<file path="config.mk">
export PLATFORM = sky130hd
export DESIGN_NAME = bcp_core_flat
export DESIGN_NICKNAME = d
export VERILOG_FILES = /design/src/rtl/sat_pkg.sv /design/src/rtl/bcp_core_if.sv /design/src/rtl/bcp_core_clause_eval.sv /design/src/rtl/bcp_core.sv /design/src/flat_wrapper.sv
export SDC_FILE = /design/constraint.sdc
export NUM_CORES = 1
export LEC_CHECK = 0
export CAP_MARGIN = 10
export CORE_AREA = 2 2 237 239
export CTS_BUF_LIST = sky130_fd_sc_hd__clkbuf_4 sky130_fd_sc_hd__clkbuf_8 sky130_fd_sc_hd__clkbuf_16
export CTS_CLUSTER_DIAMETER = 80
export CTS_CLUSTER_SIZE = 16
export DETAILED_ROUTE_END_ITERATION = 10
export DIE_AREA = 0 0 239 241
export MAX_ROUTING_LAYER = met4
export PLACE_DENSITY = 0.66
export SKIP_CTS_REPAIR_TIMING = 1
export SLEW_MARGIN = 5
export SYNTH_ARGS = -nofsm -noshare
export SYNTH_HDL_FRONTEND = slang
export SYNTH_SLANG_ARGS = --single-unit
</file>
<file path="constraint.sdc">
create_clock -name clock -period 10.33 [get_ports clock]
set_clock_uncertainty 0.2 [all_clocks]
set_input_delay 2.5825 -clock clock [delete_from_list [all_inputs] [get_ports clock]]
set_output_delay 2.5825 -clock clock [all_outputs]
set_load 0.01 [all_outputs]
</file>
<file path="src/rtl/sat_pkg.sv">
// ---------------------------------------------------------------------------
// sat_pkg
// Shared types and width constants for the DPLL solver blocks.
//   literal_t   : one clause literal slot {valid, neg, var_idx}
//   bcp_state_t : BCP engine scan states
//   SAT_*       : default widths, mirroring the solver's system definitions
// ---------------------------------------------------------------------------
package sat_pkg;

    localparam int unsigned SAT_MAX_VARS         = 256;
    localparam int unsigned SAT_MAX_VARS_BITS    = 8;
    localparam int unsigned SAT_MAX_CLAUSES_BITS = 10;
    localparam int unsigned SAT_LITS_PER_CLAUSE  = 3;
    localparam int unsigned SAT_LIT_BITS         = SAT_MAX_VARS_BITS + 2;
    localparam int unsigned SAT_CLAUSE_BITS      = SAT_LITS_PER_CLAUSE * SAT_LIT_BITS;

    // Slot i of a clause word occupies bits [i*SAT_LIT_BITS +: SAT_LIT_BITS].
    typedef struct packed {
        logic                         valid;
        logic                         neg;
        logic [SAT_MAX_VARS_BITS-1:0] var_idx;
    } literal_t;

    typedef enum logic [2:0] {
        BCP_IDLE,
        BCP_FETCH,
        BCP_EVAL,
        BCP_PUSH,
        BCP_DONE
    } bcp_state_t;

endpackage

</file>
<file path="src/rtl/bcp_core_if.sv">
// ---------------------------------------------------------------------------
// bcp_core_if
// Clause-memory read port and imply-queue push port of the BCP engine.
//   clause_read / clause_addr : read strobe and address (engine -> memory)
//   clause_data               : clause word, valid one cycle after clause_read
//   full_imply                : imply queue full (queue -> engine)
//   push_imply, var_in_imply, val_in_imply, type_in_imply : push (engine -> queue)
// Modports: master = BCP engine side, slave = memory/queue side.
// ---------------------------------------------------------------------------
interface bcp_core_if
    import sat_pkg::*;
#(
    parameter int unsigned MAX_VARS_BITS    = SAT_MAX_VARS_BITS,
    parameter int unsigned MAX_CLAUSES_BITS = SAT_MAX_CLAUSES_BITS,
    parameter int unsigned LITS_PER_CLAUSE  = SAT_LITS_PER_CLAUSE
);

    logic                                          clause_read;
    logic [MAX_CLAUSES_BITS-1:0]                   clause_addr;
    logic [LITS_PER_CLAUSE*(MAX_VARS_BITS+2)-1:0]  clause_data;
    logic                                          full_imply;
    logic                                          push_imply;
    logic [MAX_VARS_BITS-1:0]                      var_in_imply;
    logic                                          val_in_imply;
    logic                                          type_in_imply;

    modport master (
        output clause_read, clause_addr,
        input  clause_data,
        input  full_imply,
        output push_imply, var_in_imply, val_in_imply, type_in_imply
    );

    modport slave (
        input  clause_read, clause_addr,
        output clause_data,
        output full_imply,
        input  push_imply, var_in_imply, val_in_imply, type_in_imply
    );

endinterface

</file>
<file path="src/rtl/bcp_core_clause_eval.sv">
// ---------------------------------------------------------------------------
// clause_eval
// Purely combinational evaluation of one clause word against the variable
// state vectors.
//   clause_data            : LITS_PER_CLAUSE slots of {valid, neg, var}
//   vs_assigned, vs_value  : per-variable assigned flag and value
//   sat                    : some valid literal is true
//   conflict               : no true literal and no unassigned literal
//   unit                   : no true literal and exactly one unassigned literal
//   unit_var, unit_val     : variable and value forced by a unit clause
// ---------------------------------------------------------------------------
module clause_eval
    import sat_pkg::*;
#(
    parameter int unsigned MAX_VARS        = SAT_MAX_VARS,
    parameter int unsigned MAX_VARS_BITS   = SAT_MAX_VARS_BITS,
    parameter int unsigned LITS_PER_CLAUSE = SAT_LITS_PER_CLAUSE
) (
    input  logic [LITS_PER_CLAUSE*(MAX_VARS_BITS+2)-1:0] clause_data,
    input  logic [MAX_VARS-1:0]                          vs_assigned,
    input  logic [MAX_VARS-1:0]                          vs_value,
    output logic                                         sat,
    output logic                                         conflict,
    output logic                                         unit,
    output logic [MAX_VARS_BITS-1:0]                     unit_var,
    output logic                                         unit_val
);

    localparam int unsigned LIT_W = MAX_VARS_BITS + 2;

    logic                     lit_valid;
    logic                     lit_neg;
    logic [MAX_VARS_BITS-1:0] lit_var;
    logic [1:0]               n_free;   // unassigned literal count, saturates at 2
    logic                     any_true;

    always_comb begin
        lit_valid = 1'b0;
        lit_neg   = 1'b0;
        lit_var   = '0;
        n_free    = '0;
        any_true  = 1'b0;
        unit_var  = '0;
        unit_val  = 1'b0;
        for (int unsigned i = 0; i < LITS_PER_CLAUSE; i++) begin
            lit_valid = clause_data[i*LIT_W + LIT_W - 1];
            lit_neg   = clause_data[i*LIT_W + LIT_W - 2];
            lit_var   = clause_data[i*LIT_W +: MAX_VARS_BITS];
            if (lit_valid) begin
                if (vs_assigned[lit_var]) begin
                    if (vs_value[lit_var] != lit_neg) begin
                        any_true = 1'b1;
                    end
                end else begin
                    if (n_free != 2'd2) begin
                        n_free = n_free + 2'd1;
                    end
                    unit_var = lit_var;
                    unit_val = ~lit_neg;
                end
            end
        end
    end

    assign sat      = any_true;
    assign conflict = !any_true && (n_free == 2'd0);
    assign unit     = !any_true && (n_free == 2'd1);

endmodule

</file>
<file path="src/rtl/bcp_core.sv">
// ---------------------------------------------------------------------------
// bcp_core
// Boolean constraint propagation engine. Scans clauses start_clause..
// end_clause (inclusive), two cycles per clause (FETCH then EVAL), pushes
// unit implications into the imply queue and stops on the first all-false
// clause.
//   clock, reset         : clock, asynchronous active-low reset
//   start                : one-cycle pulse, accepted only when idle
//   start_clause/end_clause : scan range; empty range if end < start
//   reset_bcp            : synchronous abort, returns to idle
//   bcp_busy             : scan in progress
//   conflict             : last scan stopped on an all-false clause
//   bcp_clause_idx       : clause being scanned / conflicting clause
//   vs_assigned/vs_value : variable state (stable during a pass)
//   bus                  : clause memory read and imply queue push (master)
// Build option: BCP_DEDUP_EN keeps a per-pass pending-implication vector so
// that repeated implications are not pushed and contradicting ones become
// conflicts.
// ---------------------------------------------------------------------------
module bcp_core
    import sat_pkg::*;
#(
    parameter int unsigned MAX_VARS         = SAT_MAX_VARS,
    parameter int unsigned MAX_VARS_BITS    = SAT_MAX_VARS_BITS,
    parameter int unsigned MAX_CLAUSES_BITS = SAT_MAX_CLAUSES_BITS,
    parameter int unsigned LITS_PER_CLAUSE  = SAT_LITS_PER_CLAUSE
) (
    input  logic                        clock,
    input  logic                        reset,
    input  logic                        start,
    input  logic [MAX_CLAUSES_BITS-1:0] start_clause,
    input  logic [MAX_CLAUSES_BITS-1:0] end_clause,
    input  logic                        reset_bcp,
    output logic                        bcp_busy,
    output logic                        conflict,
    output logic [MAX_CLAUSES_BITS-1:0] bcp_clause_idx,
    input  logic [MAX_VARS-1:0]         vs_assigned,
    input  logic [MAX_VARS-1:0]         vs_value,
    bcp_core_if.master                  bus
);

    bcp_state_t                  state_q, state_d;
    logic [MAX_CLAUSES_BITS-1:0] idx_q, idx_d;
    logic [MAX_CLAUSES_BITS-1:0] end_q, end_d;
    logic                        empty_q, empty_d;
    logic                        conflict_q, conflict_d;
    logic [MAX_VARS_BITS-1:0]    hold_var_q, hold_var_d;
    logic                        hold_val_q, hold_val_d;

    logic                        read;
    logic                        push;
    logic                        step;       // clause finished, move on
    logic [MAX_VARS_BITS-1:0]    push_var;
    logic                        push_val;

    logic [MAX_VARS-1:0]         eff_assigned;
    logic [MAX_VARS-1:0]         eff_value;

    logic                        ev_sat;
    logic                        ev_conflict;
    logic                        ev_unit;
    logic [MAX_VARS_BITS-1:0]    ev_var;
    logic                        ev_val;

`ifdef BCP_DEDUP_EN
    logic [MAX_VARS-1:0]         pend_set_q, pend_set_d;
    logic [MAX_VARS-1:0]         pend_val_q, pend_val_d;

    // Pending implications are folded into the evaluated variable state: a
    // repeated implication then reads as satisfied and a contradicting one
    // reads as a false literal, which yields the conflict at this clause.
    assign eff_assigned = vs_assigned | pend_set_q;
    assign eff_value    = (pend_set_q & pend_val_q) | (~pend_set_q & vs_value);
`else
    assign eff_assigned = vs_assigned;
    assign eff_value    = vs_value;
`endif

    clause_eval #(
        .MAX_VARS        (MAX_VARS),
        .MAX_VARS_BITS   (MAX_VARS_BITS),
        .LITS_PER_CLAUSE (LITS_PER_CLAUSE)
    ) u_eval (
        .clause_data (bus.clause_data),
        .vs_assigned (eff_assigned),
        .vs_value    (eff_value),
        .sat         (ev_sat),
        .conflict    (ev_conflict),
        .unit        (ev_unit),
        .unit_var    (ev_var),
        .unit_val    (ev_val)
    );

    always_ff @(posedge clock or negedge reset) begin
        if (!reset) begin
            state_q    <= BCP_IDLE;
            idx_q      <= '0;
            end_q      <= '0;
            empty_q    <= 1'b0;
            conflict_q <= 1'b0;
            hold_var_q <= '0;
            hold_val_q <= 1'b0;
        end else begin
            state_q    <= state_d;
            idx_q      <= idx_d;
            end_q      <= end_d;
            empty_q    <= empty_d;
            conflict_q <= conflict_d;
            hold_var_q <= hold_var_d;
            hold_val_q <= hold_val_d;
        end
    end

`ifdef BCP_DEDUP_EN
    always_ff @(posedge clock or negedge reset) begin
        if (!reset) begin
            pend_set_q <= '0;
            pend_val_q <= '0;
        end else begin
            pend_set_q <= pend_set_d;
            pend_val_q <= pend_val_d;
        end
    end
`endif

    always_comb begin
        state_d    = state_q;
        idx_d      = idx_q;
        end_d      = end_q;
        empty_d    = empty_q;
        conflict_d = conflict_q;
        hold_var_d = hold_var_q;
        hold_val_d = hold_val_q;
        read       = 1'b0;
        push       = 1'b0;
        step       = 1'b0;
        push_var   = ev_var;
        push_val   = ev_val;
`ifdef BCP_DEDUP_EN
        pend_set_d = pend_set_q;
        pend_val_d = pend_val_q;
`endif

        case (state_q)
            BCP_IDLE: begin
                if (start) begin
                    idx_d      = start_clause;
                    end_d      = end_clause;
                    empty_d    = (end_clause < start_clause);
                    conflict_d = 1'b0;
                    state_d    = BCP_FETCH;
`ifdef BCP_DEDUP_EN
                    pend_set_d = '0;
                    pend_val_d = '0;
`endif
                end
            end
            BCP_FETCH: begin
                // An empty range spends its single busy cycle here without
                // touching clause memory.
                read    = !empty_q;
                state_d = empty_q ? BCP_DONE : BCP_EVAL;
            end
            BCP_EVAL: begin
                if (ev_sat) begin
                    step = 1'b1;
                end else if (ev_conflict) begin
                    conflict_d = 1'b1;
                    state_d    = BCP_DONE;
                end else if (ev_unit) begin
`ifdef BCP_DEDUP_EN
                    pend_set_d[ev_var] = 1'b1;
                    pend_val_d[ev_var] = ev_val;
`endif
                    if (bus.full_imply) begin
                        hold_var_d = ev_var;
                        hold_val_d = ev_val;
                        state_d    = BCP_PUSH;
                    end else begin
                        push = 1'b1;
                        step = 1'b1;
                    end
                end else begin
                    step = 1'b1;
                end
            end
            BCP_PUSH: begin
                push_var = hold_var_q;
                push_val = hold_val_q;
                if (!bus.full_imply) begin
                    push = 1'b1;
                    step = 1'b1;
                end
            end
            BCP_DONE: begin
                state_d = BCP_IDLE;
            end
            default: begin
                state_d = BCP_IDLE;
            end
        endcase

        if (step) begin
            if (idx_q == end_q) begin
                state_d = BCP_DONE;
            end else begin
                idx_d   = idx_q + 1'b1;
                state_d = BCP_FETCH;
            end
        end

        if (reset_bcp) begin
            state_d    = BCP_IDLE;
            conflict_d = 1'b0;
            push       = 1'b0;
        end
    end

    assign bcp_busy       = (state_q == BCP_FETCH) || (state_q == BCP_EVAL) ||
                            (state_q == BCP_PUSH);
    assign conflict       = conflict_q;
    assign bcp_clause_idx = idx_q;

    assign bus.clause_read   = read;
    assign bus.clause_addr   = read ? idx_q : '0;
    assign bus.push_imply    = push;
    assign bus.var_in_imply  = push ? push_var : '0;
    assign bus.val_in_imply  = push & push_val;
    assign bus.type_in_imply = push;

endmodule

</file>
<file path="src/flat_wrapper.sv">
// flat-port wrapper written by rule: the top's interface ports become plain ports
module bcp_core_flat import sat_pkg::*;
#(
    parameter int unsigned MAX_VARS         = SAT_MAX_VARS,
    parameter int unsigned MAX_VARS_BITS    = SAT_MAX_VARS_BITS,
    parameter int unsigned MAX_CLAUSES_BITS = SAT_MAX_CLAUSES_BITS,
    parameter int unsigned LITS_PER_CLAUSE  = SAT_LITS_PER_CLAUSE
)
  (clock, reset, start, start_clause, end_clause, reset_bcp, bcp_busy, conflict, bcp_clause_idx, vs_assigned, vs_value, bus_clause_read, bus_clause_addr, bus_clause_data, bus_full_imply, bus_push_imply, bus_var_in_imply, bus_val_in_imply, bus_type_in_imply);
  bcp_core_if #(.MAX_VARS_BITS(MAX_VARS_BITS), .MAX_CLAUSES_BITS(MAX_CLAUSES_BITS), .LITS_PER_CLAUSE(LITS_PER_CLAUSE)) bus_i ();
  input  logic clock;
  input  logic reset;
  input  logic start;
  input  logic [MAX_CLAUSES_BITS-1:0] start_clause;
  input  logic [MAX_CLAUSES_BITS-1:0] end_clause;
  input  logic reset_bcp;
  output logic bcp_busy;
  output logic conflict;
  output logic [MAX_CLAUSES_BITS-1:0] bcp_clause_idx;
  input  logic [MAX_VARS-1:0] vs_assigned;
  input  logic [MAX_VARS-1:0] vs_value;
  output wire logic [$bits(bus_i.clause_read)-1:0] bus_clause_read;
  output wire logic [$bits(bus_i.clause_addr)-1:0] bus_clause_addr;
  input wire logic [$bits(bus_i.clause_data)-1:0] bus_clause_data;
  input wire logic [$bits(bus_i.full_imply)-1:0] bus_full_imply;
  output wire logic [$bits(bus_i.push_imply)-1:0] bus_push_imply;
  output wire logic [$bits(bus_i.var_in_imply)-1:0] bus_var_in_imply;
  output wire logic [$bits(bus_i.val_in_imply)-1:0] bus_val_in_imply;
  output wire logic [$bits(bus_i.type_in_imply)-1:0] bus_type_in_imply;
  assign bus_clause_read = bus_i.clause_read;
  assign bus_clause_addr = bus_i.clause_addr;
  assign bus_i.clause_data = bus_clause_data;
  assign bus_i.full_imply = bus_full_imply;
  assign bus_push_imply = bus_i.push_imply;
  assign bus_var_in_imply = bus_i.var_in_imply;
  assign bus_val_in_imply = bus_i.val_in_imply;
  assign bus_type_in_imply = bus_i.type_in_imply;
  bcp_core #(.MAX_VARS(MAX_VARS), .MAX_VARS_BITS(MAX_VARS_BITS), .MAX_CLAUSES_BITS(MAX_CLAUSES_BITS), .LITS_PER_CLAUSE(LITS_PER_CLAUSE)) u_core (.clock(clock), .reset(reset), .start(start), .start_clause(start_clause), .end_clause(end_clause), .reset_bcp(reset_bcp), .bcp_busy(bcp_busy), .conflict(conflict), .bcp_clause_idx(bcp_clause_idx), .vs_assigned(vs_assigned), .vs_value(vs_value), .bus(bus_i));
endmodule
</file>
### Logic cells by family, run 1

Scale bar: 50 um.
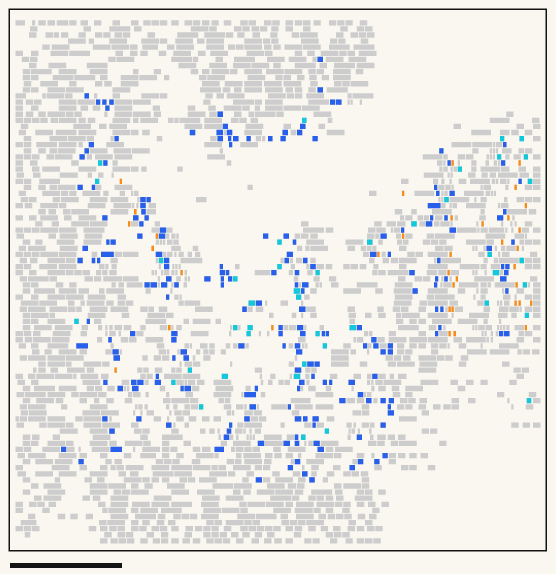
[inverting AOI/OAI gates] blue | cells: 210
[inverters] orange | cells: 36
[AND and OR gates] cyan | cells: 42

### Metal layers overlaid, run 1

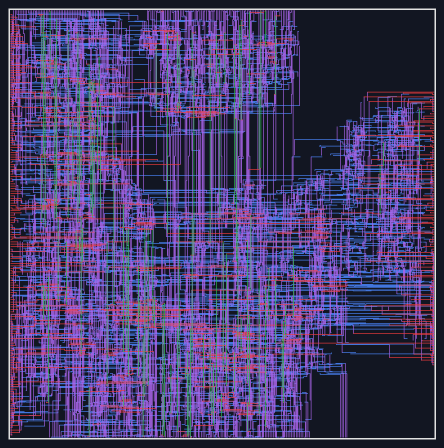
[metal 1] blue | wire length: 32.1 mm
[metal 3] red | wire length: 7460 um
[metal 2] purple | wire length: 45.4 mm
[metal 4] green | wire length: 5040 um

==> metrics.yaml, run 1 <==
setup_path:
  worst_setup_path_endpoint: "bus_var_in_imply[5]"
  worst-path-max-fanout: 10
  timing.critical_path.to_type: "output pin"
  delay_of_the_slowest_critical_path_stage_ns: 0.55
  worstSetupStartpointType: "input port"
  worst-endpoint-required_ns: 7.55
  setup.worst_path.class: "in -> out"
  worst_path_dominant_cell_family: "buffers and inverters"
  timing.critical_path.depth: 19
  critical_path.slowest_cell: "sky130_fd_sc_hd__clkdlybuf4s50_1"
  critical_path.cell_chain: "clkdlybuf4s50_1 > mux4_2 > a22oi_1 > nand2_1 > a211o_1 > nor3_1 > nor4b_4 > buf_4 > nor2b_1 > ha_1 > a2bb2oi_1 > ha_1 > nor3b_1 > a311o_2 > and3_2 > o21ai_2 > buf_12 > nor2_1 > clkdlybuf4s50_1"
  r2r_path_end: "u_core.bcp_clause_idx[8]"
  cp.buffers_inverters: 4
  cp_data_arrival_time_ns: 7.27
  timing.critical_path.from: "vs_assigned[143]"
  start_of_the_worst_register_to_register_path: "u_core.bcp_clause_idx[8]"
timing:
  max_freq_ghz: 0.09946
  timing.slew.headroom_pct: 20.01
  final_max_slew_viol_count: 0
  final.min_clock_period_ns: 10.05
  layout_worst_path_cycle_share_pct: 97.33
  rsz_0062_raised_after_global_routing: "false"
  whs_ns: 0.2882
  fin_setup_tns_ns: 0
  measured_slew_at_the_worst_slew_check_pin_ns: 1.195
  setup_viol_count_final: 0
  hold_viol_final: 0
  setup_slack_ns: 0.2760
yosys:
  postSynth.topFlopCell: "sky130_fd_sc_hd__dfrtp_1"
  net_count_entering_floorplan: 1957
  simple_gate_share_pct: 11.11
  synth-warning-count: 0
  synth.yosys.num_cells: 1378
  netlist.top_cell.by_area: "sky130_fd_sc_hd__mux4_2"
  synthMostInstantiatedCell: "sky130_fd_sc_hd__mux4_2"
  postSynth.asyncResetShare_pct: 100.0
  enable_flop_cells: 0
  yosys-stat-area_sq_mm: 0.01597
  mapped_avg_cell_area_sq_um: 11.59
  synth.comb.largest_family: "multiplexers"
  synthDominantCellAreaShare_pct: 43.00
  ys_seq_elements: 34
  synthCells: 1378
  muxShareOfSynthArea_pct: 61.56
  ys_seq_share_pct: 5.326
  ys_types: 83
  adder_cell_share_of_the_synthesized_area_pct: 0.9399
  ys_sh_xor_pct: 0.7128
  synthTopCellsByArea: "sky130_fd_sc_hd__mux4_2 43%, sky130_fd_sc_hd__mux2i_1 9.0%, sky130_fd_sc_hd__mux4_1 7.4%"
  synth.top_cells.by_count: "305 x sky130_fd_sc_hd__mux4_2, 143 x sky130_fd_sc_hd__mux2i_1, 116 x sky130_fd_sc_hd__nand2_1"
  synth-compound-area-share_pct: 11.80
place:
  postPlaceCellArea_sq_mm: 0.02250
  hpwlAfterDp_mm: 75.28
  routability_congestion: 0.9680
  cells_after_dpl: 2631
  pre_cts_ws_ns: -0.3961
  port_buffers: 600
power_and_ir_drop:
  power_density_mw_per_mm2: 67.66
  comb_cell_power_mw: 1.18
  netSwitchingFraction_pct: 41.85
  fin_total_pwr_mw: 1.545
  power_frac_clock_pct: 9.9
  comb_power_share_pct: 76.2
  top_power_group: "combinational logic"
  p_int_uw: 898.2
  switching_power_uw: 646.5
  seq_power_share_pct: 13.9
  vdd.ir_drop.worst_mv: 0.06321
  power_leakage_nw: 8.354
clock_tree:
  ctsLongestPathBuffers: 2
  tritoncts: "done"
  clk_transition_reported_paths_ns: 0.05
  h-tree-depth: 2
  cts_root_buf: "sky130_fd_sc_hd__clkbuf_16"
min_path:
  worstHoldEndpoint: "u_core.hold_var_q[7]"
  hp-class: "reg -> reg"
  worst_hold_path.num_cells: 2
  hold_path_startpoint: "u_core.hold_var_q[7]"
status:
  status: "finished clean"
global_routing:
  globalRouteOverflowTotal: 0
  largest_net_degree_at_the_start_of_global_routing: 55
  grt.met3_usage_pct: 4.346
  grt_use_met2_pct: 53.47
  grt_util_all_layers_pct: 31.10
  grt_first_pass_wirelength_mm: 125.4
  grt_most_used_layer: "met2"
  antenna_found_initial: 31
  grt_pass1_vias: 17518
  grtUsageMet1_pct: 36.01
detailed_routing:
  highest_layer: "met4"
  drt_drc_violations_left: 0
  drt-met1-wl_mm: 32.14
  drt.antenna.violating_nets: 0
  vias_per_cell: 6.474
  route.vias.total: 17293
  dr_wl_cell_um: 33.71
  dr_wl_met2_mm: 45.42
  postRouteWirelength_mm: 90.05
  met3WireLength_mm: 7.458
  drt_first_pass_iters: 6
finish:
  final_util_pct: 41.60
  fillCellCount: 5203
  post_layout_nonfiller_instances: 2671
  layout.cells.most_common: "sky130_fd_sc_hd__clkdlybuf4s50_1"
  mostFrequentLayoutCells: "587 x sky130_fd_sc_hd__clkdlybuf4s50_1, 305 x sky130_fd_sc_hd__mux4_2, 143 x sky130_fd_sc_hd__mux2i_1"
  post_route_cell_area_sq_mm: 0.02283
  num-nets-final: 2513
  syn_to_final_growth_pct: 42.92
  layout-drive-gt1-share_pct: 25.01
floorplan:
  fp-row-count: 86
  core_region_area_sq_mm: 0.05488
  boundaryPins: 601
  die_width_um: 239
  fp.dieArea_sq_mm: 0.05760
  dieHeight_um: 241
  fp_util_pct: 29.11
run:
  cap_viol_max_count: 0
  warnings: 26
### I/O pins on the die edge, run 1

Pins as bars across the die edge, other pins in grey.
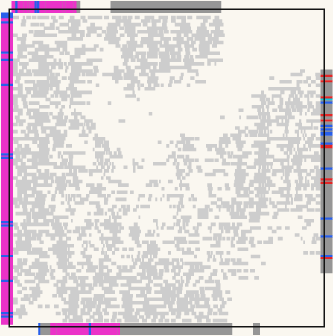
[reset] cyan | pins: 1 | direction: input | edge: right
[bus_clause_data] blue | pins: 30 | direction: input | edge: 15 left, 10 right, 3 top, 2 bottom
[bus_clause_addr] red | pins: 10 | direction: output | edge: right
[vs_assigned] magenta | pins: 256 | direction: input | edge: 160 left, 54 bottom, 42 top

### Clock wiring as the flow saved it, run 1

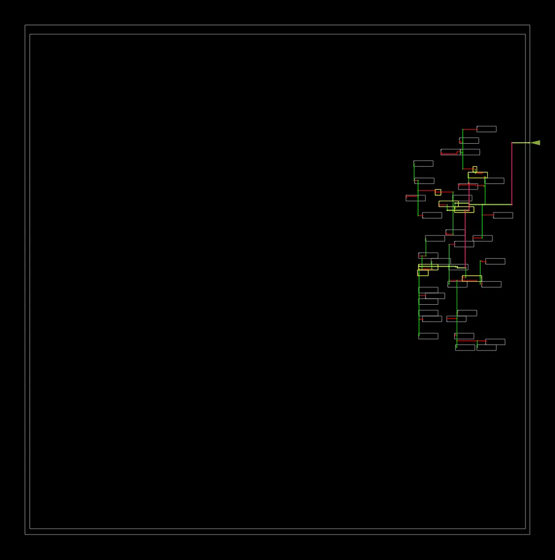
number of buffers created by CTS: 5
Clock Buffer Count: 6
Clock Sinks: 34
Clock Power: 153 uW
Clock Latency Late Sink: 0.28 ns

-- run 1: flip-flops by register name (all words and copies together) (netlist names) --
signal and count:
u_core.bcp_clause_idx 10, u_core.conflict 1, u_core.empty_q 1, u_core.end_q 10, u_core.hold_val_q 1, u_core.hold_var_q 8
u_core.state_q 3
-- run 1: layout make-up --
type | count | area, sq um | area share [%]
inverters | 36 | 135.1 | 0.5919
repair buffers | 702 | 6903 | 30.24
diodes | 32 | 80.08 | 0.3508
clock buffers | 6 | 138.9 | 0.6084
well taps | 704 | 880.8 | 3.858
multi-input cells | 1155 | 13830 | 60.57
clock inverters | 2 | 12.51 | 0.05481
flip-flops and latches | 34 | 850.8 | 3.727
### Where the registers sit, run 1

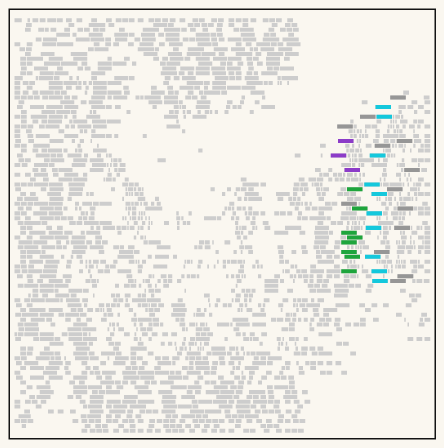

==> inputs of run 2 (changes only) <==
--- a/config.mk
+++ b/config.mk
@@ -6,16 +6,17 @@
 export NUM_CORES = 1
 export LEC_CHECK = 0
 export CAP_MARGIN = 10
-export CORE_AREA = 2 2 237 239
+export CORE_AREA = 2 2 234 236
 export CTS_BUF_LIST = sky130_fd_sc_hd__clkbuf_4 sky130_fd_sc_hd__clkbuf_8 sky130_fd_sc_hd__clkbuf_16
 export CTS_CLUSTER_DIAMETER = 80
 export CTS_CLUSTER_SIZE = 16
 export DETAILED_ROUTE_END_ITERATION = 10
-export DIE_AREA = 0 0 239 241
+export DIE_AREA = 0 0 236 238
 export MAX_ROUTING_LAYER = met4
 export PLACE_DENSITY = 0.66
 export SKIP_CTS_REPAIR_TIMING = 1
 export SLEW_MARGIN = 5
 export SYNTH_ARGS = -nofsm -noshare
 export SYNTH_HDL_FRONTEND = slang
+export SYNTH_HIERARCHICAL = 1
 export SYNTH_SLANG_ARGS = --single-unit
### Where the registers sit, run 2

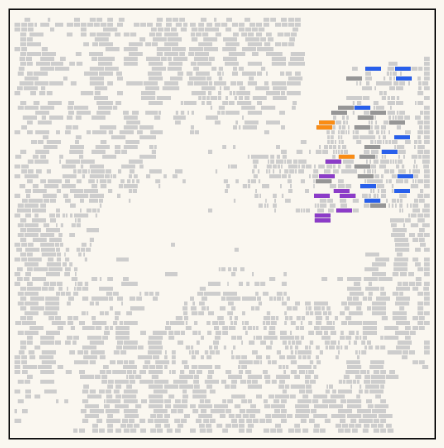
[u_core/bcp_clause_idx] blue | flops: 10
[u_core/hold_var_q] purple | flops: 8 | where: middle right
[u_core/state_q] orange | flops: 3
not coloured: 13

### Metal layers overlaid, run 2

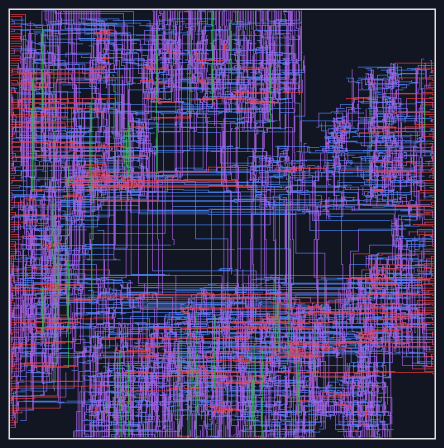
[metal 1] blue | wire length: 31.3 mm
[metal 3] red | wire length: 8160 um
[metal 4] green | wire length: 2940 um
[metal 2] purple | wire length: 40.6 mm

### Clock wiring as the flow saved it, run 2

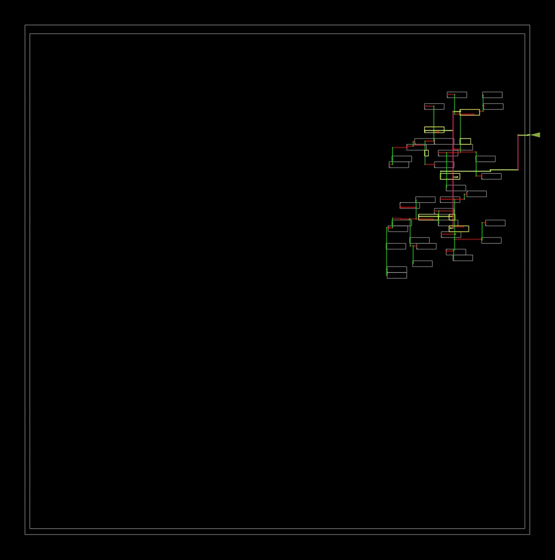
Clock Power: 154 uW
Clock Buffer Count: 7
count of flip-flops and latches: 34

==> run 2 against run 1 <==
Against the previous run: first-iteration DRC count down 8.8%; register-to-register slack better by 0.32 ns; critical path depth unchanged; largest power group unchanged; global-route usage down 1.4 points; worst setup slack worse by 0.065 ns; largest cell class unchanged; highest routed layer unchanged; critical path type unchanged; combinational power up about 20%; critical endpoint is now bus_type_in_imply.
==> metrics.yaml, run 2 <==
yosys:
  synth.yosys.num_cells: 1323  # -4.0%
  mapped_avg_cell_area_sq_um: 11.74  # +1.2%
  postSynth.topFlopCell: "sky130_fd_sc_hd__dfrtp_1"
  syn_area_sq_mm: 0.01553
  synth.top_cells.by_count: "352 x sky130_fd_sc_hd__mux4_2, 106 x sky130_fd_sc_hd__mux2i_1, 96 x sky130_fd_sc_hd__nand2_1"
  ys_types: 79  # -4.8%
  synth-warning-count: 6  # +6
  synthCells: 1323  # -4.0%
  ys_seq_share_pct: 5.479  # +0.15 points
  postSynth.asyncResetShare_pct: 100.0  # unchanged
  net_count_entering_floorplan: 1902  # -2.8%
  synthDominantCellAreaShare_pct: 51.06  # +8.1 points
  yosys-stat-area_sq_mm: 0.01553  # -2.8%
  ys_seq_elements: 34  # unchanged
  enable_flop_cells: 0  # unchanged
  synthMostInstantiatedCell: "sky130_fd_sc_hd__mux4_2"
  netlist.top_cell.by_area: "sky130_fd_sc_hd__mux4_2"
  synthTopCellsByArea: "sky130_fd_sc_hd__mux4_2 51%, sky130_fd_sc_hd__mux2i_1 6.8%, sky130_fd_sc_hd__dfrtp_1 5.5%"
global_routing:
  grt_most_used_layer: "met2"
  grt_first_pass_wirelength_mm: 120.0  # -4.3%
  globalRouteOverflowTotal: 0  # unchanged
  grt_pass1_vias: 17606  # +0.50%
  grt.met3_usage_pct: 6.212  # +1.9 points
  grtUsageMet1_pct: 36.30  # +0.29 points
  antenna_found_initial: 31  # unchanged
  grt_use_met2_pct: 49.39  # -4.1 points
  grt_util_all_layers_pct: 29.66  # -1.4 points
  largest_net_degree_at_the_start_of_global_routing: 84  # +53%
setup_path:
  r2r_path_end: "u_core/bcp_clause_idx[9]"
  worst_r2r_path_depth: 4
  worst-path-max-fanout: 8  # -2
  cp.buffers_inverters: 4  # unchanged
  critical_path.slowest_cell: "sky130_fd_sc_hd__mux4_2"
  timing.critical_path.from: "vs_assigned[150]"
  worst_path_dominant_cell_family: "AND-OR/OR-AND gates"
  start_of_the_worst_register_to_register_path: "u_core/state_q[1]"
  setup.worst_path.class: "in -> out"
  timing.critical_path.to_type: "output pin"
  timing.critical_path.depth: 19  # unchanged
  cp_data_arrival_time_ns: 7.34  # +0.07 ns
  worst_setup_path_endpoint: "bus_type_in_imply"
  delay_of_the_slowest_critical_path_stage_ns: 0.56  # about the same
  worstSetupStartpointType: "input port"
  worst-endpoint-required_ns: 7.55  # about the same
  reg2reg_slack_ns: 7.82
  critical_path.cell_chain: "clkdlybuf4s50_1 > mux4_2 > mux4_2 > a22o_1 > nor4_4 > a21oi_2 > o311a_2 > inv_2 > ha_1 > nand2_1 > o31a_1 > ha_1 > nand3b_1 > a21oi_2 > nor2b_4 > nand3_1 > a211o_4 > inv_1 > clkdlybuf4s50_1"
power_and_ir_drop:
  power_density_mw_per_mm2: 78.70  # +16%
  vdd.ir_drop.worst_mv: 0.07932  # +25%
  seq_power_share_pct: 14.9  # +1.0 points
  top_power_group: "combinational logic"
  comb_cell_power_mw: 1.37  # +20%
  fin_total_pwr_mw: 1.790  # +16%
  comb_power_share_pct: 76.5  # +0.3 points
  netSwitchingFraction_pct: 42.24  # +0.39 points
  p_int_mw: 1.034  # +15%
  sequentialPower_uw: 267
  power_leakage_nw: 8.277  # -0.92%
  power_frac_clock_pct: 8.6  # -1.3 points
  switching_power_uw: 756.2  # +17%
place:
  postPlaceCellArea_sq_mm: 0.02241  # -0.40%
  routability_congestion: 1.023  # +5.6%
  port_buffers: 600  # unchanged
  hpwlAfterDp_mm: 68.58  # -8.9%
  cells_after_dpl: 2562  # -2.6%
  pre_cts_ws_ns: -0.2214  # +0.1747 ns
detailed_routing:
  dr_wl_cell_um: 31.87  # -5.5%
  drt_first_pass_iters: 5  # -1
  postRouteWirelength_mm: 83.01  # -7.8%
  highest_layer: "met4"
  detailed_router_s_first_iteration_violation_count: 1677
  dr_wl_met2_mm: 40.57  # -11%
  drt-met1-wl_mm: 31.35  # -2.5%
  drt_drc_violations_left: 0  # unchanged
  route.vias.total: 16505  # -4.6%
  vias_per_cell: 6.336  # -2.1%
  drt.antenna.violating_nets: 0  # unchanged
  met3WireLength_mm: 8.159  # +9.4%
floorplan:
  boundaryPins: 601  # unchanged
  dieHeight_um: 238  # -1.2%
  die_width_um: 236  # -1.3%
  fp.dieArea_sq_mm: 0.05617  # -2.5%
  fp-row-count: 85  # -1.2%
  core_region_area_sq_mm: 0.05350  # -2.5%
  fp_util_pct: 29.03  # -0.083 points
clock_tree:
  cts_made_buffers: 5  # unchanged
  worst_skew_pair.late_latency_ns: 0.28  # about the same
  clock_sinks: 34  # unchanged
  h-tree-depth: 2  # unchanged
  clk_transition_reported_paths_ns: 0.05  # about the same
  ctsLongestPathBuffers: 2  # unchanged
  tritoncts: "done"
  cts_root_buf: "sky130_fd_sc_hd__clkbuf_16"
run:
  cap_viol_max_count: 0  # unchanged
  warnings: 26  # unchanged
timing:
  hold_viol_final: 0  # unchanged
  final_max_slew_viol_count: 0  # unchanged
  timing.slew.headroom_pct: 17.56  # -2.5 points
  fin_setup_tns_ns: 0  # unchanged
  rsz_0062_raised_after_global_routing: "false"
  max_freq_ghz: 0.09882  # -0.64%
  layout_worst_path_cycle_share_pct: 97.96  # +0.63 points
  whs_ns: 0.3005  # +0.01239 ns
  measured_slew_at_the_worst_slew_check_pin_ns: 1.236  # +0.04049 ns
  final.min_clock_period_ns: 10.12  # +0.06505 ns
  setup_viol_count_final: 0  # unchanged
  setup_slack_ns: 0.2109  # -0.06505 ns
finish:
  fillCellCount: 5056  # -2.8%
  layout-drive-gt1-share_pct: 28.36  # +3.3 points
  mostFrequentLayoutCells: "576 x sky130_fd_sc_hd__clkdlybuf4s50_1, 352 x sky130_fd_sc_hd__mux4_2, 106 x sky130_fd_sc_hd__mux2i_1"
  layout.cells.most_common: "sky130_fd_sc_hd__clkdlybuf4s50_1"
  post_route_cell_area_sq_mm: 0.02275  # -0.36%
  syn_to_final_growth_pct: 46.49
  num-nets-final: 2454  # -2.3%
  final_util_pct: 42.52  # +0.92 points
  post_layout_nonfiller_instances: 2605  # -2.5%
status:
  status: "finished clean"
min_path:
  hp-class: "reg -> reg"
  worst_hold_path.num_cells: 2  # unchanged
  worstHoldEndpoint: "u_core/end_q[7]"
  hold_path_startpoint: "u_core/end_q[7]"
==> run 2: cell type report <==
type / instances / area [sq um] / share of cell area (%)
multi-input combinational: 1111 / 13720 / 60.31
timing repair buffer: 697 / 6975 / 30.67
tap: 696 / 870.8 / 3.828
sequential: 34 / 850.8 / 3.740
clock buffer: 7 / 146.4 / 0.6436
inverter: 26 / 97.59 / 0.4290
antenna: 33 / 82.58 / 0.3630
clock inverter: 1 / 5.005 / 0.02200
==> run 2: logic make-up after synthesis <==
kind of cell | after synthesis | share of synthesized area [%]
compound gates | 259 | 12.77
buf+inv | 178 | 6.535
fa+ha+maj | 12 | 0.9669
mux | 509 | 63.06
flops | 34 | 5.479
simple gates | 319 | 10.46
xor+xnor | 12 | 0.7253
### Logic cells by family, run 2

Scale bar: 50 um.
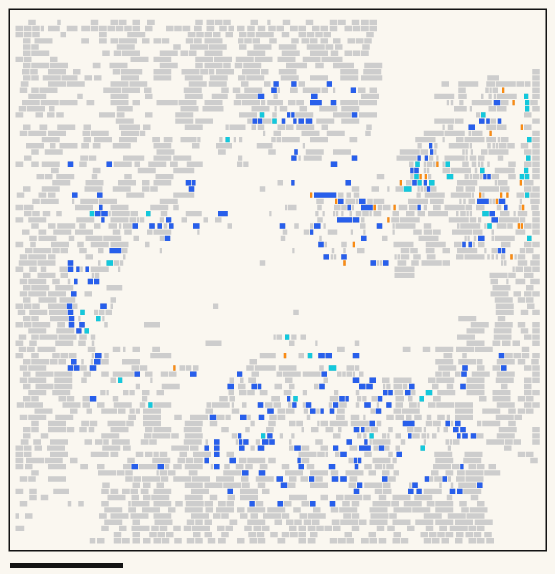

==> inputs of run 3 (changes only) <==
--- a/config.mk
+++ b/config.mk
@@ -12,6 +12,7 @@
 export CTS_CLUSTER_SIZE = 16
 export DETAILED_ROUTE_END_ITERATION = 10
 export DIE_AREA = 0 0 236 238
+export GPL_ROUTABILITY_DRIVEN = 0
 export MAX_ROUTING_LAYER = met4
 export PLACE_DENSITY = 0.66
 export SKIP_CTS_REPAIR_TIMING = 1
### Logic cells by family, run 3

Scale bar: 50 um.
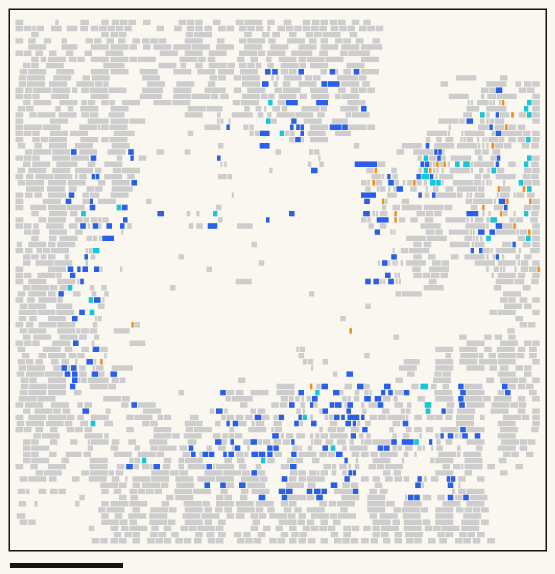
[inverters] orange | cells: 26
[inverting AOI/OAI gates] blue | cells: 219 | where: spread over the die
[AND and OR gates] cyan | cells: 41

### I/O pins on the die edge, run 3

Pins as bars across the die edge, other pins in grey.
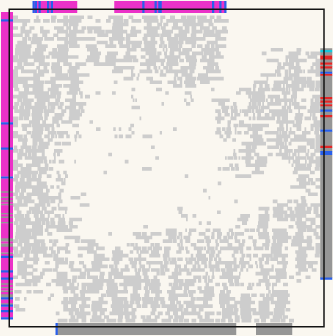
[vs_assigned] magenta | pins: 256 | direction: input | edge: 141 left, 115 top
[bus_clause_data] blue | pins: 30 | direction: input | edge: 12 top, 11 left, 6 right, 1 bottom
[bus_clause_addr] red | pins: 10 | direction: output | edge: right
[reset] cyan | pins: 1 | direction: input | edge: right
all pins by edge: 176 bottom, 170 left, 128 right, 127 top

==> run 3 against run 2 <==
Against the previous run: global-route usage decreased by 0.69 points; die size unchanged; first-iteration DRC count decreased by 2.0%; worst setup slack got worse by 0.051 ns; utilization about the same; synthesized cell count unchanged; sequential power about the same; register-to-register slack improved by 0.04 ns; total power decreased by 0.26%; highest routed layer unchanged.
==> metrics.yaml, run 3 <==
setup_path:
  critical_path.slowest_cell: "sky130_fd_sc_hd__clkdlybuf4s50_1"
  delay_of_the_slowest_critical_path_stage_ns: 0.55  # about the same
  r2r_path_end: "u_core/bcp_clause_idx[9]"
  worst_r2r_path_depth: 4  # unchanged
  start_of_the_worst_register_to_register_path: "u_core/state_q[1]"
  timing.critical_path.depth: 19  # unchanged
  worstSetupStartpointType: "input port"
  cp.buffers_inverters: 3  # -1
  reg2reg_slack_ns: 7.86  # +0.04 ns
  worst-path-max-fanout: 10  # +2
  critical_path.cell_chain: "clkdlybuf4s50_1 > mux4_2 > mux4_2 > a22o_1 > nor4_2 > a21oi_1 > o311a_2 > inv_2 > ha_1 > nand2_1 > o31a_1 > ha_1 > nand3b_1 > a21oi_2 > nor2b_2 > nand3_1 > a211o_4 > nor2_1 > clkdlybuf4s50_1"
detailed_routing:
  highest_layer: "met4"
  dr_wl_cell_um: 31.48  # -1.2%
  met3WireLength_mm: 8.049  # -1.3%
  vias_per_cell: 6.481  # +2.3%
  dr_wl_met2_mm: 39.82  # -1.9%
  drt_drc_violations_left: 0  # unchanged
  route.vias.total: 16804  # +1.8%
  drt_first_pass_iters: 6  # +1
  detailed_router_s_first_iteration_violation_count: 1644  # -2.0%
finish:
  mostFrequentLayoutCells: "585 x sky130_fd_sc_hd__clkdlybuf4s50_1, 352 x sky130_fd_sc_hd__mux4_2, 106 x sky130_fd_sc_hd__mux2i_1"
  layout.cells.most_common: "sky130_fd_sc_hd__clkdlybuf4s50_1"
  combGateArea_sq_mm: 0.01373  # +0.12%
  sequential_cell_area_sq_um: 850.8  # unchanged
  syn_to_final_growth_pct: 46.53  # about the same
  seqAreaFraction_pct: 3.740  # about the same
  num-nets-final: 2466  # +0.49%
  multiInputCombCellCount: 1111  # unchanged
power_and_ir_drop:
  power_density_mw_per_mm2: 78.48  # -0.28%
  seq_power_share_pct: 15.0  # about the same
  vdd.ir_drop.worst_mv: 0.1033  # +30%
  switching_power_uw: 753.6  # -0.35%
  p_int_mw: 1.032  # -0.20%
  sequentialPower_uw: 267  # about the same
  comb_power_share_pct: 76.9  # +0.4 points
place:
  hpwlAfterDp_mm: 67.49  # -1.6%
  port_buffers: 600  # unchanged
global_routing:
  grt_most_used_layer: "met2"
  grt_util_all_layers_pct: 28.97  # -0.69 points
  grt.met3_usage_pct: 5.275  # -0.94 points
  globalRouteOverflowTotal: 0  # unchanged
  grt_use_met2_pct: 48.75  # -0.63 points
yosys:
  syn_area_sq_mm: 0.01553  # unchanged
  muxShareOfSynthArea_pct: 63.06  # unchanged
  synthDominantCellAreaShare_pct: 51.06  # unchanged
  synth.yosys.num_cells: 1323  # unchanged
  synthTopCellsByArea: "sky130_fd_sc_hd__mux4_2 51%, sky130_fd_sc_hd__mux2i_1 6.8%, sky130_fd_sc_hd__dfrtp_1 5.5%"
  netlist.top_cell.by_area: "sky130_fd_sc_hd__mux4_2"
  postSynth.asyncResetShare_pct: 100.0  # unchanged
  synth-compound-area-share_pct: 12.77  # unchanged
  synthCells: 1323  # unchanged
  synth-warning-count: 6  # unchanged
  ys_sh_xor_pct: 0.7252  # unchanged
  mapped_avg_cell_area_sq_um: 11.74  # unchanged
timing:
  setup_slack_ns: 0.1599  # -0.05100 ns
  max_freq_ghz: 0.09833  # -0.50%
  final.min_clock_period_ns: 10.17  # +0.05100 ns
clock_tree:
  cts_made_buffers: 5  # unchanged
  worst_skew_pair.late_latency_ns: 0.28  # about the same
  clock_sinks: 34  # unchanged
  ctsLongestPathBuffers: 2  # unchanged
run:
  cap_viol_max_count: 0  # unchanged
  warnings: 26  # unchanged
floorplan:
  dieHeight_um: 238  # unchanged
  fp.dieArea_sq_mm: 0.05617  # unchanged
status:
  status: "finished clean"
### Clock wiring as the flow saved it, run 3

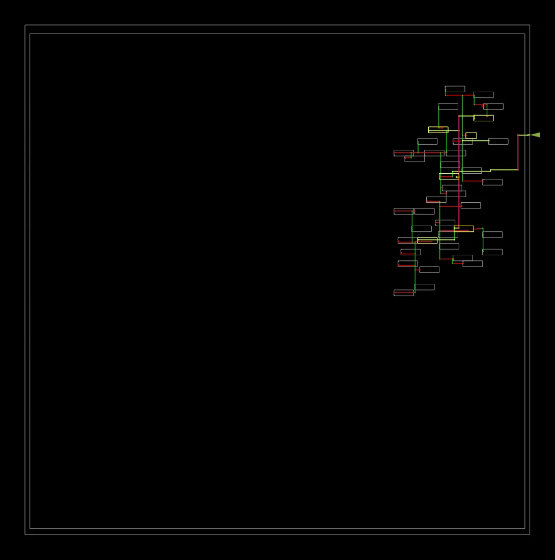
Clock Power: 146 uW
Clock Buffer Count: 6

-- run 3: cell types whose count changed in the layout (fill, tap and decap cells not counted), sizes merged --
| cell | before | now |
|---|---|---|
| diode | 33 | 11 |
| clkdlybuf4s50 | 576 | 585 |
| dlymetal6s2s | 11 | 2 |
| buf | 109 | 120 |
| clkinv | 1 | 0 |
-- run 3: per-stage QoR --
stage          util (%)  setup TNS, ns  instances  hold WS (ns)  total power [mW]
6_report          42.53              0       2593        0.2983             1.786
5_1_grt           42.53       -0.04325       2593        0.3078             1.882
4_1_cts           42.31         -2.096       2582        0.3005             1.774
3_5_place_dp      42.05         -1.792       2576        0.2880             1.622
3_3_place_gp      42.05         -1.288       2576        0.2786             1.595
2_1_floorplan         -              0       1323        0.2652             1.010
No activity file was given, so power comes from the tool's default toggle rates.
